$ cat config.mk
export PLATFORM = sky130hd
export DESIGN_NAME = multicycle_sequencer
export DESIGN_NICKNAME = d
export VERILOG_FILES = /design/src/rtl/cpu_defs_pkg.sv /design/src/rtl/instr_classify.sv /design/src/rtl/multicycle_sequencer.sv
export SDC_FILE = /design/constraint.sdc
export NUM_CORES = 1
export LEC_CHECK = 0
export CORE_AREA = 5 5 99 101
export CTS_CLUSTER_SIZE = 24
export DETAILED_ROUTE_END_ITERATION = 16
export DIE_AREA = 0 0 104 106
export PLACE_DENSITY = 0.68
export SYNTH_ARGS = -nofsm -noshare
export SYNTH_HDL_FRONTEND = slang
export SYNTH_SLANG_ARGS = --single-unit
$ cat constraint.sdc
create_clock -name clk -period 4.8 [get_ports clk]
set_input_delay 0.72 -clock clk [delete_from_list [all_inputs] [get_ports clk]]
set_output_delay 0.72 -clock clk [all_outputs]
set_load 0.005 [all_outputs]
$ cat src/rtl/cpu_defs_pkg.sv
// ---------------------------------------------------------------------------
// cpu_defs_pkg
// Shared definitions for the multi-cycle CPU control path.
//   state_e      : sequencer state encoding (IF=0 ... WB=4, HALT=7)
//   ITYPE_*      : IR instr_type field codes
//   OP_*         : per-type opcode constants used by the classifier
//   PC_SRC_*     : PC source select codes driven onto pc_src
// ---------------------------------------------------------------------------
package cpu_defs_pkg;

    typedef enum logic [2:0] {
        ST_IF   = 3'd0,
        ST_ID   = 3'd1,
        ST_EX   = 3'd2,
        ST_MEM  = 3'd3,
        ST_WB   = 3'd4,
        ST_HALT = 3'd7
    } state_e;

    localparam logic [1:0] ITYPE_R = 2'b00;
    localparam logic [1:0] ITYPE_I = 2'b01;
    localparam logic [1:0] ITYPE_J = 2'b10;
    localparam logic [1:0] ITYPE_S = 2'b11;

    // R-type: AND, ADD, SUB, CMP occupy 0..3
    localparam logic [4:0] OP_R_LAST = 5'd3;

    // I-type: ANDI, ADDI, LW, SW, BEQ occupy 0..4
    localparam logic [4:0] OP_I_LW   = 5'd2;
    localparam logic [4:0] OP_I_SW   = 5'd3;
    localparam logic [4:0] OP_I_BEQ  = 5'd4;

    localparam logic [4:0] OP_J_JMP  = 5'd0;
    localparam logic [4:0] OP_J_CALL = 5'd1;
    localparam logic [4:0] OP_J_RET  = 5'd2;

    // S-type: 0..3
    localparam logic [4:0] OP_S_LAST = 5'd3;

    localparam logic [1:0] PC_SRC_INC    = 2'b00;
    localparam logic [1:0] PC_SRC_JUMP   = 2'b01;
    localparam logic [1:0] PC_SRC_REG    = 2'b10;
    localparam logic [1:0] PC_SRC_BRANCH = 2'b11;

endpackage

$ cat src/rtl/instr_classify.sv
// ---------------------------------------------------------------------------
// instr_classify
// Purely combinational decode of the raw IR type/opcode fields into the
// handful of flags the sequencer needs to pick its path.
// Ports:
//   instr_type [1:0] in  : IR type field (R/I/J/S)
//   opcode     [4:0] in  : IR opcode field
//   legal           out : encoding is one of the defined instructions
//   is_jmp/call/ret out : J-type control transfers
//   is_beq          out : conditional branch
//   is_mem          out : LW or SW (needs the MEM state)
//   is_lw           out : LW (needs MDR load and WB)
// ---------------------------------------------------------------------------
module instr_classify
    import cpu_defs_pkg::*;
(
    input  logic [1:0] instr_type,
    input  logic [4:0] opcode,
    output logic       legal,
    output logic       is_jmp,
    output logic       is_call,
    output logic       is_ret,
    output logic       is_beq,
    output logic       is_mem,
    output logic       is_lw
);

    always_comb begin
        legal   = 1'b0;
        is_jmp  = 1'b0;
        is_call = 1'b0;
        is_ret  = 1'b0;
        is_beq  = 1'b0;
        is_mem  = 1'b0;
        is_lw   = 1'b0;
        case (instr_type)
            ITYPE_R: begin
                legal = (opcode <= OP_R_LAST);
            end
            ITYPE_I: begin
                legal  = (opcode <= OP_I_BEQ);
                is_lw  = (opcode == OP_I_LW);
                is_mem = (opcode == OP_I_LW) || (opcode == OP_I_SW);
                is_beq = (opcode == OP_I_BEQ);
            end
            ITYPE_J: begin
                is_jmp  = (opcode == OP_J_JMP);
                is_call = (opcode == OP_J_CALL);
                is_ret  = (opcode == OP_J_RET);
                legal   = is_jmp || is_call || is_ret;
            end
            ITYPE_S: begin
                legal = (opcode <= OP_S_LAST);
            end
            default: begin
                legal = 1'b0;
            end
        endcase
    end

endmodule

$ cat src/rtl/multicycle_sequencer.sv
// ---------------------------------------------------------------------------
// multicycle_sequencer
// Multi-cycle state controller placed after the combinational main control
// unit. Walks each instruction through IF/ID/EX/MEM/WB and produces the
// per-cycle load enables, memory strobes and PC source select. Illegal
// encodings park the machine in HALT until reset. Also keeps free-running
// cycle and retired-instruction counters (both wrap modulo 2^CNT_W).
// Ports:
//   clk, reset (sync, active-high)
//   run                 : allow new fetches
//   instr_type, opcode  : raw IR fields
//   cu_reg_wr/mem_read/mem_write : control-unit decode of the IR
//   zero                : ALU zero flag (valid in EX)
//   imem_ready, dmem_ready : memory handshakes
//   state               : current state encoding
//   imem_req, ir_write, pc_write, pc_src, ab_write, alu_out_write,
//   dmem_rd, dmem_wr, mdr_write, rf_write, link_write : datapath controls
//   illegal             : sticky illegal-instruction flag
//   cycle_count, retired_count : performance counters
// ---------------------------------------------------------------------------
module multicycle_sequencer
    import cpu_defs_pkg::*;
#(
    parameter int CNT_W = 32
) (
    input  logic             clk,
    input  logic             reset,
    input  logic             run,
    input  logic [1:0]       instr_type,
    input  logic [4:0]       opcode,
    input  logic             cu_reg_wr,
    input  logic             cu_mem_read,
    input  logic             cu_mem_write,
    input  logic             zero,
    input  logic             imem_ready,
    input  logic             dmem_ready,
    output logic [2:0]       state,
    output logic             imem_req,
    output logic             ir_write,
    output logic             pc_write,
    output logic [1:0]       pc_src,
    output logic             ab_write,
    output logic             alu_out_write,
    output logic             dmem_rd,
    output logic             dmem_wr,
    output logic             mdr_write,
    output logic             rf_write,
    output logic             link_write,
    output logic             illegal,
    output logic [CNT_W-1:0] cycle_count,
    output logic [CNT_W-1:0] retired_count
);

    state_e             state_q, state_d;
    logic               pending_q, pending_d;
    logic               illegal_q, illegal_d;
    logic [CNT_W-1:0]   cycle_count_q, cycle_count_d;
    logic [CNT_W-1:0]   retired_count_q, retired_count_d;
    logic               retire;
    logic               fetch_req;

    logic               legal;
    logic               is_jmp;
    logic               is_call;
    logic               is_ret;
    logic               is_beq;
    logic               is_mem;
    logic               is_lw;

    instr_classify u_classify (
        .instr_type (instr_type),
        .opcode     (opcode),
        .legal      (legal),
        .is_jmp     (is_jmp),
        .is_call    (is_call),
        .is_ret     (is_ret),
        .is_beq     (is_beq),
        .is_mem     (is_mem),
        .is_lw      (is_lw)
    );

    // A fetch that has been raised must be held until the memory answers,
    // so pending_q keeps the request alive after run drops.
    assign fetch_req = (state_q == ST_IF) && (run || pending_q);

    always_comb begin
        state_d       = state_q;
        pending_d     = pending_q;
        illegal_d     = illegal_q;
        retire        = 1'b0;
        imem_req      = 1'b0;
        ir_write      = 1'b0;
        pc_write      = 1'b0;
        pc_src        = PC_SRC_INC;
        ab_write      = 1'b0;
        alu_out_write = 1'b0;
        dmem_rd       = 1'b0;
        dmem_wr       = 1'b0;
        mdr_write     = 1'b0;
        rf_write      = 1'b0;
        link_write    = 1'b0;

        case (state_q)
            ST_IF: begin
                imem_req = fetch_req;
                if (fetch_req && imem_ready) begin
                    ir_write  = 1'b1;
                    pc_write  = 1'b1;
                    pc_src    = PC_SRC_INC;
                    pending_d = 1'b0;
                    state_d   = ST_ID;
                end else begin
                    pending_d = fetch_req;
                end
            end
            ST_ID: begin
                ab_write = 1'b1;
                if (!legal) begin
                    illegal_d = 1'b1;
                    state_d   = ST_HALT;
                end else if (is_jmp || is_call) begin
                    pc_write   = 1'b1;
                    pc_src     = PC_SRC_JUMP;
                    link_write = is_call;
                    retire     = 1'b1;
                    state_d    = ST_IF;
                end else if (is_ret) begin
                    pc_write = 1'b1;
                    pc_src   = PC_SRC_REG;
                    retire   = 1'b1;
                    state_d  = ST_IF;
                end else begin
                    state_d = ST_EX;
                end
            end
            ST_EX: begin
                alu_out_write = 1'b1;
                // Branch retires here whether or not it is taken; zero only
                // decides whether the PC actually loads the target.
                if (is_beq) begin
                    pc_src   = PC_SRC_BRANCH;
                    pc_write = zero;
                    retire   = 1'b1;
                    state_d  = ST_IF;
                end else if (is_mem) begin
                    state_d = ST_MEM;
                end else if (!cu_reg_wr) begin
                    retire  = 1'b1;
                    state_d = ST_IF;
                end else begin
                    state_d = ST_WB;
                end
            end
            ST_MEM: begin
                dmem_rd = cu_mem_read;
                dmem_wr = cu_mem_write;
                if (dmem_ready) begin
                    if (is_lw) begin
                        mdr_write = 1'b1;
                        state_d   = ST_WB;
                    end else begin
                        retire  = 1'b1;
                        state_d = ST_IF;
                    end
                end
            end
            ST_WB: begin
                rf_write = cu_reg_wr;
                retire   = 1'b1;
                state_d  = ST_IF;
            end
            ST_HALT: begin
                state_d = ST_HALT;
            end
            default: begin
                state_d = ST_IF;
            end
        endcase

        cycle_count_d   = (state_q != ST_HALT) ? cycle_count_q + CNT_W'(1) : cycle_count_q;
        retired_count_d = retire ? retired_count_q + CNT_W'(1) : retired_count_q;
    end

    always_ff @(posedge clk) begin
        if (reset) begin
            state_q         <= ST_IF;
            pending_q       <= 1'b0;
            illegal_q       <= 1'b0;
            cycle_count_q   <= '0;
            retired_count_q <= '0;
        end else begin
            state_q         <= state_d;
            pending_q       <= pending_d;
            illegal_q       <= illegal_d;
            cycle_count_q   <= cycle_count_d;
            retired_count_q <= retired_count_d;
        end
    end

    assign state         = state_q;
    assign illegal       = illegal_q;
    assign cycle_count   = cycle_count_q;
    assign retired_count = retired_count_q;

endmodule

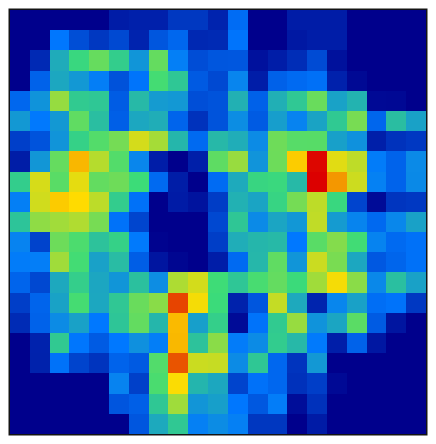
Run 1: routed metal per tile
Drawn at 4 px/µm. 21 x 21 tiles, from dark blue (low) to red (high), scaled to the fullest tile. Values are wire area over tile area, all layers added.
mean over tiles = 0.13
fullest tile = 0.47
emptiest ninth of the die = lower right
nearly empty tiles = 19%
tiles over half the peak = 19%

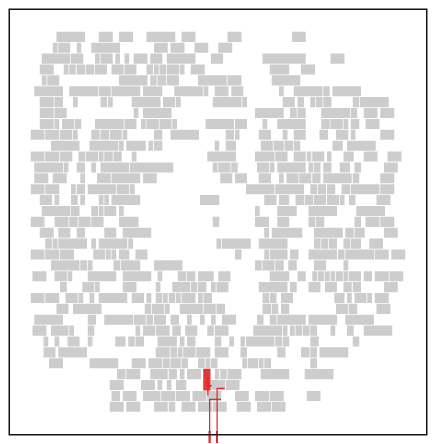
Run 1: wires at chosen ports, followed through buffers
Drawn at 4 px/µm.
red -> pc_src  # direction output, edge bottom, end cells 2, wire 29.2 µm

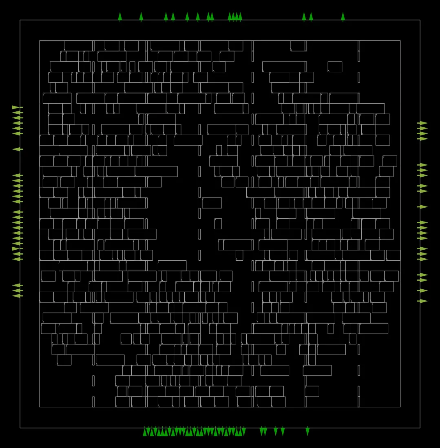
Run 1: placement view
final core utilization: 52.4%
flop share of the area: 29.5%
Layout fillers: 866
Core ar.: 8930 µm²
num rows: 35

==> results.txt, run 1 <==
run results: # IOs around 96, Tot Pwr between 1 and 1.5 mW, Gate Count Post-Synth around 410, Area growth syn-to-layout 35.6%, Clock Path Buffers 2, CTS tree built, RSZ-0062 raised after global routing false, Fmax achieved slightly above 300 MHz, cell area after layout approximately 4700 µm², Final WS setup between 1000 and 1500 ps, slew margin rel. around 41%, worst hold endpoint illegal, yosys cell count 414, total wire length roughly 9000 µm, CP required approximately 4100 ps, ys async rst share 0%, clock buffers 9, Setup Buffers After CTS 0, top_reg_cell synth dfxtp_1, RD Place Congestion approximately 0.9, Taps Inserted 111, global route overflow 0, count of cell types in the netlist about 40, WL/cell 14.4 µm, Detail Placement HPWL between 6000 and 7000 µm, CP top delay family buffers and inverters, Non-Filler Instances a little over 600, pre-CTS setup slack approximately 1300 ps, placed insts between 600 and 700, Synth warnings 0, top-count cell post-synth dfxtp_1, Hold Startpoint illegal, VDD IR max approximately 160 µV, Pins Over Slew Limit 0, Startpoint Class input port, P per Cell Area approximately 300 nW/µm², Critical path origin opcode[2], Floorplan Nets about 430, endpoints failing setup 0, flop2flop setup slack about 2100 ps, static leakage power 1.65 nW, Die Area around 11000 µm², inverter count 6, Mapped Area 3450 µm², Root Buffer clkbuf_8, via density per instance 5.26, Hold Vio Cnt, Final 0, dominant kind of cell by area logic gates, CP Buf/Inv Count 2, commonest cells in the netlist 69 x dfxtp_1, 61 x nor2_1, 41 x xor2_1, seq_cells 69, total number of vias about 3300, ratio of cells with drive above 1 in the final layout 4.53%, CP Depth 6, largest net degree at the start of global routing between 40 and 50, tool warnings 27, outcome finished clean, first-pass GRT wire length roughly 15000 µm, Initial DRC Count ~110, Worst-path clk slew about 80 ps, CP Max Fanout 6, vias in the first global route 3191, Layout clock area frac 4.76%, Synthesized registers 69, dpl cell area 4460 µm², Setup crit end kind primary output, register area approximately 1400 µm², # hold bufs at CTS 0, Worst Setup EP pc_src[1], Antenna Violating Nets Remaining 0, first drt pass iteration count 4, r2r endpoint retired_count[19], # nets final roughly 520, buffer share of cell area 20.4%, worst-path cell chain clkdlybuf4s50_1, or3b_1, nor3_4, nand2_1, o21ai_0, clkdlybuf4s50_1, post-synth area from yosys stat 3450 µm², top cells by area, synth dfxtp_1 40%, xor2_1 10%, nor2_1 6.6%, die y size approximately 110 µm, tightest hold margin roughly 460 ps, H-tree Lvls 3, Tcrit/Tclk final approximately 69%, Die X 104 µm, n_diodes 0, TNS Setup 0 ps, port bufs 95, Comb gates approximately 320, GRT Total Usage 16.4%, MI comb area 1960 µm², clock buffer count from CTS 9, initial antenna violation count 0, largest area contributor in the netlist dfxtp_1
==> run 1: layout by cell type, fill, tap and decap left out, types with 7 or more instances in the layout <==
master            n
or3_1            13
nand4_1           7
o2111ai_1         9
nor2_1           61
dfxtp_1          69
nand2_1          34
o21ai_0          19
xor2_1           41
clkbuf_8          9
and4_1           10
and2_1           10
a21oi_1          23
and3_1           17
clkdlybuf4s50_1  94
xnor2_1           8
nand3_1          21
==> run 1: worst register-to-register path, stage by stage (launching register included) <==
cell	delay, ps
dfxtp_1	610
nor2b_1	270
nand2b_1	100
o22ai_2	710
o211ai_4	260
or4_1	540
a21oi_1	170
==> run 1: state kept, by name, indices dropped and copies added, names as in the netlist <==
name           flops
cycle_count       32
illegal            1
state              3
pending_q          1
retired_count     32
==> run 1: report_power, final <==
part	leakage (nW)	internal, mW	switching, mW
combinational	0.984	0.112	0.129
clock	0.110	0.295	0.233
sequential	0.557	0.588	0.0322
total	1.65	0.995	0.394
==> run 1: cell families (layout without fill, tap and decap cells) <==
logic type / after synthesis / in the layout / synth area share (%)
AOI/OAI and AO/OA: 68 / 68 / 12.8
xor gates and xnor gates: 49 / 49 / 12.4
adders and majority gates: 4 / 4 / 1.45
buffers and inverters: 24 / 118 / 3.15
DFF: 69 / 69 / 40.0
muxes: 2 / 2 / 0.580
and+or+nand+nor: 198 / 198 / 29.6
==> run 1: routing by layer <==
metal / up-vias / track usage (%) / part of all wire, %
met5: - / 0 / 0
met4: 0 / 6.38 / 1.7
met3: 13 / 5.46 / 5.9
met2: 80 / 27.6 / 48
met1: 1520 / 19.2 / 45
li1: 1644 / - / -
## Run 2: what changed since run 1
==> constraint.sdc (replaced) <==
create_clock -name clk -period 3.24 [get_ports clk]
set_input_delay 0.486 -clock clk [delete_from_list [all_inputs] [get_ports clk]]
set_output_delay 0.486 -clock clk [all_outputs]
set_load 0.005 [all_outputs]
==> results.txt, run 2 <==
run results: clock buffer count from CTS 9 (unchanged), count of cell types in the netlist 40 (unchanged), worst hold-check path type reg -> reg, RD Place Congestion 0.887 (-1.1%), number of enable flip-flop cells 0, Worst-path clk slew 80 ps (about the same), Tcrit/Tclk final 88.1%, Synth logic family simple AND/OR/NAND/NOR gates, top_reg_cell synth dfxtp_1, Top cells excl fill/tap 94 x clkdlybuf4s50_1, 69 x dfxtp_1, 61 x nor2_1, 41 x xor2_1, 34 x nand2_1, Commonest Layout Cell clkdlybuf4s50_1, largest area contributor in the netlist dfxtp_1, ratio of cells with drive above 1 in the final layout 5.27% (+0.75 points), global route overflow 0 (unchanged), via density per instance 5.25 (-0.21%), # nets final 527 (+0.76%), post-synth area from yosys stat 3450 µm² (unchanged), Root Buffer clkbuf_8, Synth mux share 0.580% (unchanged), Post-Synth AOI/OAI Area 12.8% (unchanged), dpl cell area 4490 µm² (+0.67%), crit path kind in -> out, VDD IR max 238 µV (+50%), first drt pass iteration count 5 (+1), Hold Vio Cnt, Final 0 (unchanged), top-count cell post-synth dfxtp_1, Core ar. 8930 µm² (unchanged), Die X 104 µm (unchanged), clock skew around 9.4 ps, top cells by area, synth dfxtp_1 40%, xor2_1 10%, nor2_1 6.6%, xor/xnor share 12.4% (unchanged), Sink Count just under 70, ys async rst share 0% (unchanged), worst skew pair latency between 300 and 400 ps, die y size 106 µm (unchanged), Pins Over Slew Limit 0 (unchanged), Initial DRC Count 154 (+41%), TNS Setup 0 ps (unchanged), DRC Markers 0, num rows 35 (unchanged), CP required 2750 ps (-1330 ps), largest net degree at the start of global routing 40 (-15%), n_diodes 0 (unchanged), register share after synthesis 40.0%, first-pass GRT wire length 15200 µm (-0.58%), static leakage power 1.68 nW (+1.7%), Clock Path Buffers 2 (unchanged), Detail Placement HPWL 6540 µm (about the same), Top-area cell share 40.0%, CTS tree built, Die Area 11000 µm² (unchanged), Setup crit end kind primary output, initial antenna violation count 0 (unchanged), tool warnings 27 (unchanged), Worst Path Arrival approximately 2400 ps, maxcap violations 0, FP Util between 30% and 40%, Startpoint Class input port, Gate Count Post-Synth 414 (unchanged), yosys cell count 414 (unchanged), syn_area_per_cell roughly 8.3 µm², Worst Max-Slew Pin Slew 581 ps, RSZ-0062 raised after global routing false, CP Max Fanout 6 (unchanged), endpoints failing setup 0 (unchanged), post-cts resize count 0, min Tclk post-route approximately 2900 ps, Mapped Area 3450 µm² (unchanged), # hold bufs at CTS 0 (unchanged), Area growth syn-to-layout 36.7%, cell area after layout 4720 µm² (+0.86%), outcome finished clean, H-tree Lvls 3 (unchanged), Synth warnings 0 (unchanged), vias in the first global route 3239 (+1.5%), Antenna Violating Nets Remaining 0 (unchanged), Synthesized registers 69 (unchanged), Floorplan Nets 434 (unchanged), Setup Buffers After CTS 0 (unchanged), P per Cell Area 446 nW/µm² (+50%), commonest cells in the netlist 69 x dfxtp_1, 61 x nor2_1, 41 x xor2_1, slew margin rel. 61.3% (+21 points), AND/OR/NAND/NOR Cells, Area Fraction 29.6% (unchanged), adder share 1.45% (unchanged), Fmax achieved 350 MHz
## run 2: cell families (layout without fill, tap and decap cells)
family	after synthesis	in the layout
compound gates	68	68
xor+xnor	49	49
fa+ha+maj	4	4
buf+inv	24	122
flops	69	69
mux	2	2
simple gates	198	198
## run 2: report_power, final
group	switching, mW	internal (mW)
combinational	0.194	0.183
sequential	0.0491	0.871
clock	0.331	0.477
## run 2: worst paths after layout
kind         startpoint                 to  slack (ps)  cells after the start
max           opcode[2]          pc_src[1]         380                      6
min             illegal            illegal         460                      2
max reg2reg    state[1]  retired_count[19]         910                      6
min reg2reg     illegal            illegal         460                      2
## run 2: metal layers
layer	up-vias	GRT usage (%)	share of wire (%)
met5	-	0	0
met1	1525	19.9	45
met2	86	26.9	48
met3	13	4.49	6.2
li1	1647	-	-
met4	0	5.46	1.4
## run 2: metrics by stage
step	util [%]	total power [mW]	cells	setup slack (ps)	hold slack, ps
after floorplan	-	1.14	414	877	442
after global placement	50.3	1.31	607	358	445
after detailed placement	50.3	1.32	607	314	448
after CTS	52.9	2.13	623	378	459
after global routing	52.9	2.21	623	212	503
final	52.9	2.10	623	385	460
## run 2: area by class of cell
cell class / count / area (µm²)
fillers: 875 / 4210
clock buffers: 11 / 151
inverters: 6 / 22.5
flip-flops and latches: 69 / 1380
multi-input cells: 321 / 1960
repair buffers: 100 / 983
well taps: 111 / 139
clock inverters: 5 / 81.3
## run 2: critical path, cell delays in order
cell	delay [ps]
clkdlybuf4s50_1	560
or3b_1	410
nor3_4	200
nand2_1	90
o21ai_0	90
clkdlybuf4s50_1	520
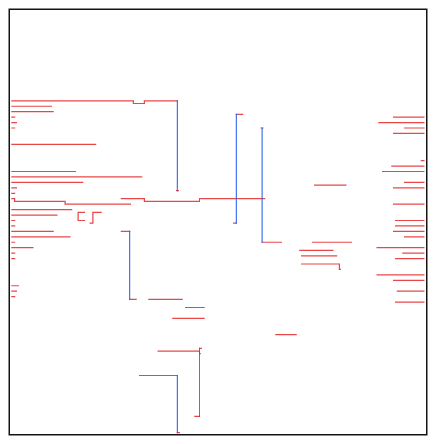
Run 2: signal wires by layer
Drawn at 4 px/µm. Only two layers are drawn.
red -> met3  # wire length 555 µm
blue -> met4  # wire length 127 µm
total number of vias: 3271
GRT Total Usage: 16.1%
total wire length: 9000 µm
WL/cell: 14.4 µm

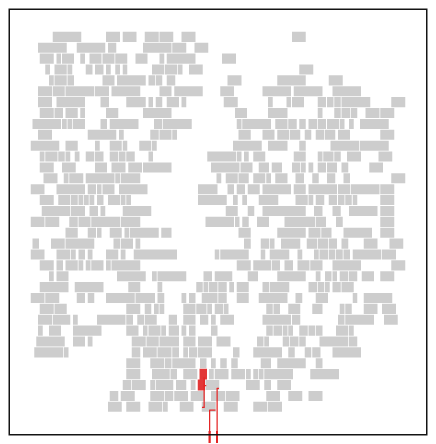
Run 2: wires at chosen ports, followed through buffers
Drawn at 4 px/µm.
# IOs: 96
port bufs: 95

## Run 3: what changed since run 2
--- a/config.mk
+++ b/config.mk
@@ -6,6 +6,7 @@
 export NUM_CORES = 1
 export LEC_CHECK = 0
 export CORE_AREA = 5 5 99 101
+export CTS_BUF_LIST = sky130_fd_sc_hd__clkbuf_8
 export CTS_CLUSTER_SIZE = 24
 export DETAILED_ROUTE_END_ITERATION = 16
 export DIE_AREA = 0 0 104 106
==> results.txt, run 3 <==
run results: Antenna Violating Nets Remaining 0 (unchanged), WL/cell 14.4 µm (unchanged), worst skew pair latency 330 ps (about the same), ys async rst share 0% (unchanged), yosys cell count 414 (unchanged), Critical path origin opcode[2], number of enable flip-flop cells 0 (unchanged), Synthesized registers 69 (unchanged), n_diodes 0 (unchanged), Setup Buffers After CTS 0 (unchanged), Slowest Stage Delay on Critical Path 560 ps (about the same), Hold Startpoint illegal, static leakage power 1.68 nW (unchanged), ratio of cells with drive above 1 in the final layout 5.27% (unchanged), # IOs 96 (unchanged), Detail Placement HPWL 6540 µm (unchanged), top-count cell post-synth dfxtp_1, min Tclk post-route 2860 ps (unchanged), Die Area 11000 µm² (unchanged), total number of vias 3271 (unchanged), CP most frequent cell clkdlybuf4s50_1, via density per instance 5.25 (unchanged), VDD IR max 238 µV (unchanged), largest area contributor in the netlist dfxtp_1, Synth warnings 0 (unchanged), MI comb area 1960 µm² (unchanged), CP Max Fanout 6 (unchanged), placed insts 607 (unchanged), Commonest Layout Cell clkdlybuf4s50_1, # nets final 527 (unchanged), Area growth syn-to-layout 36.7% (unchanged), hold path cells 2 (unchanged), top cells by area, synth dfxtp_1 40%, xor2_1 10%, nor2_1 6.6%, # hold bufs at CTS 0 (unchanged), Top-area cell share 40.0% (unchanged), vias in the first global route 3239 (unchanged), CP Buf/Inv Count 2 (unchanged), outcome finished clean, commonest cells in the netlist 69 x dfxtp_1, 61 x nor2_1, 41 x xor2_1, RD Place Congestion 0.887 (unchanged), Worst Path Arrival 2370 ps (about the same), Clock Path Buffers 2 (unchanged), first drt pass iteration count 5 (unchanged), P per Cell Area 446 nW/µm² (unchanged), syn_area_per_cell 8.34 µm² (unchanged), Root Buffer clkbuf_8, CP top delay family buffers and inverters, Core ar. 8930 µm² (unchanged), clock skew 9.44 ps (unchanged), Pins Over Slew Limit 0 (unchanged), Sink Count 69 (unchanged), Initial DRC Count 154 (unchanged), worst hold endpoint illegal, Hold Vio Cnt, Final 0 (unchanged), r2r endpoint retired_count[19], slew margin rel. 61.3% (unchanged), logic depth of the worst register-to-register path 6 (unchanged), Worst-path clk slew 80 ps (about the same), count of cell types in the netlist 40 (unchanged), worst hold-check path type reg -> reg, Mapped Area 3450 µm² (unchanged), dpl cell area 4490 µm² (unchanged), global route overflow 0 (unchanged), clock buffer count from CTS 9 (unchanged), DRC Markers 0 (unchanged), endpoints failing setup 0 (unchanged), Gate Count Post-Synth 414 (unchanged), initial antenna violation count 0 (unchanged), register area 1380 µm² (unchanged), top_reg_cell synth dfxtp_1, worst-path cell chain clkdlybuf4s50_1, or3b_1, nor3_4, nand2_1, o21ai_0, clkdlybuf4s50_1, maxcap violations 0 (unchanged), Non-Filler Instances 623 (unchanged), R2R Path Start state[1], FP Util 38.7% (unchanged), cell area after layout 4720 µm² (unchanged), post-synth area from yosys stat 3450 µm² (unchanged), CTS tree built, Fmax achieved 350 MHz (unchanged), largest net degree at the start of global routing 40 (unchanged), num rows 35 (unchanged), TNS Setup 0 ps (unchanged), H-tree Lvls 3 (unchanged), port bufs 95 (unchanged), crit path kind in -> out, RSZ-0062 raised after global routing false, flop2flop setup slack 910 ps (about the same), Floorplan Nets 434 (unchanged), die y size 106 µm (unchanged), register share after synthesis 40.0% (unchanged), GRT Total Usage 16.1% (unchanged), Top cells excl fill/tap 94 x clkdlybuf4s50_1, 69 x dfxtp_1, 61 x nor2_1, 41 x xor2_1, 34 x nand2_1, Setup crit end kind primary output, Worst Max-Slew Pin Slew 581 ps (unchanged), tool warnings 27 (unchanged), post-cts resize count 0 (unchanged), Tcrit/Tclk final 88.1% (unchanged), CP required 2750 ps (about the same), total wire length 9000 µm (unchanged), Startpoint Class input port, slowest stage cell on the critical path clkdlybuf4s50_1, Die X 104 µm (unchanged), first-pass GRT wire length 15200 µm (unchanged)
## run 3: cell counts in the layout (fill, tap and decap cells not counted)
Identical to the previous run, type by type.
## run 3: cells by family (layout without fill, tap and decap cells)
kind of cell	Yosys count	count (layout)	synth area share, %
mux	2	2	0.580
xor+xnor	49	49	12.4
flops	69	69	40.0
buf+inv	24	122	3.15
fa+ha+maj	4	4	1.45
simple gates	198	198	29.6
compound gates	68	68	12.8
## run 3: cell type report
class | instances | share of cell area, %
clock buffers | 11 | 3.21
clock inverters | 5 | 1.72
inverters | 6 | 0.477
multi-input cells | 321 | 41.6
flip-flops and latches | 69 | 29.3
well taps | 111 | 2.94
repair buffers | 100 | 20.8
## run 3: where the power goes
part,internal (mW),switching (mW)
sequential,0.871,0.0491
clock,0.477,0.331
combinational,0.183,0.194
## run 3: stage by stage
step	hold WS, ps	total power [mW]	setup WS (ps)	utilization [%]
after floorplan	442	1.14	877	-
after global placement	445	1.31	358	50.3
after detailed placement	448	1.32	314	50.3
after CTS	459	2.13	378	52.9
after global routing	503	2.21	212	52.9
final	460	2.10	385	52.9
## run 3: how the worst max path moves through the flow
stage	endpoint	slack, ps	cells past startpoint
final	pc_src[1]	380	6
after global routing	pc_src[1]	210	6
after CTS	pc_src[1]	380	6
after detailed placement	retired_count[1]	310	9
after global placement	retired_count[19]	360	10
after floorplan	retired_count[24]	880	9
## run 3: metal layers
| metal | share of wire, % | wire length, µm | global-route usage (%) | up-vias |
|---|---|---|---|---|
| li1 | - | - | - | 1647 |
| met1 | 45 | 4040 | 19.9 | 1525 |
| met2 | 48 | 4280 | 26.9 | 86 |
| met3 | 6.2 | 555 | 4.49 | 13 |
| met4 | 1.4 | 126 | 5.46 | 0 |
| met5 | 0 | 0 | 0 | - |
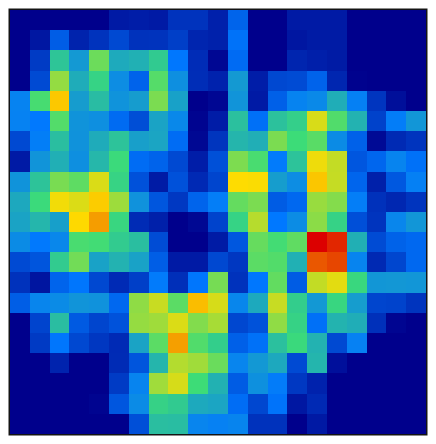
Run 3: routed metal per tile
Drawn at 4 px/µm. 21 x 21 tiles, from dark blue (low) to red (high), scaled to the fullest tile. Values are wire area over tile area, all layers added.
tiles over half the peak = 16%
mean over tiles = 0.13
fullest tile = 0.51

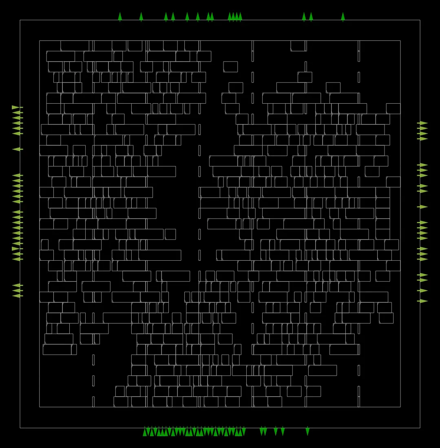
Run 3: placement view
Layout fillers: 875
seq_cells: 69

Power and IR drop assume default switching activity.
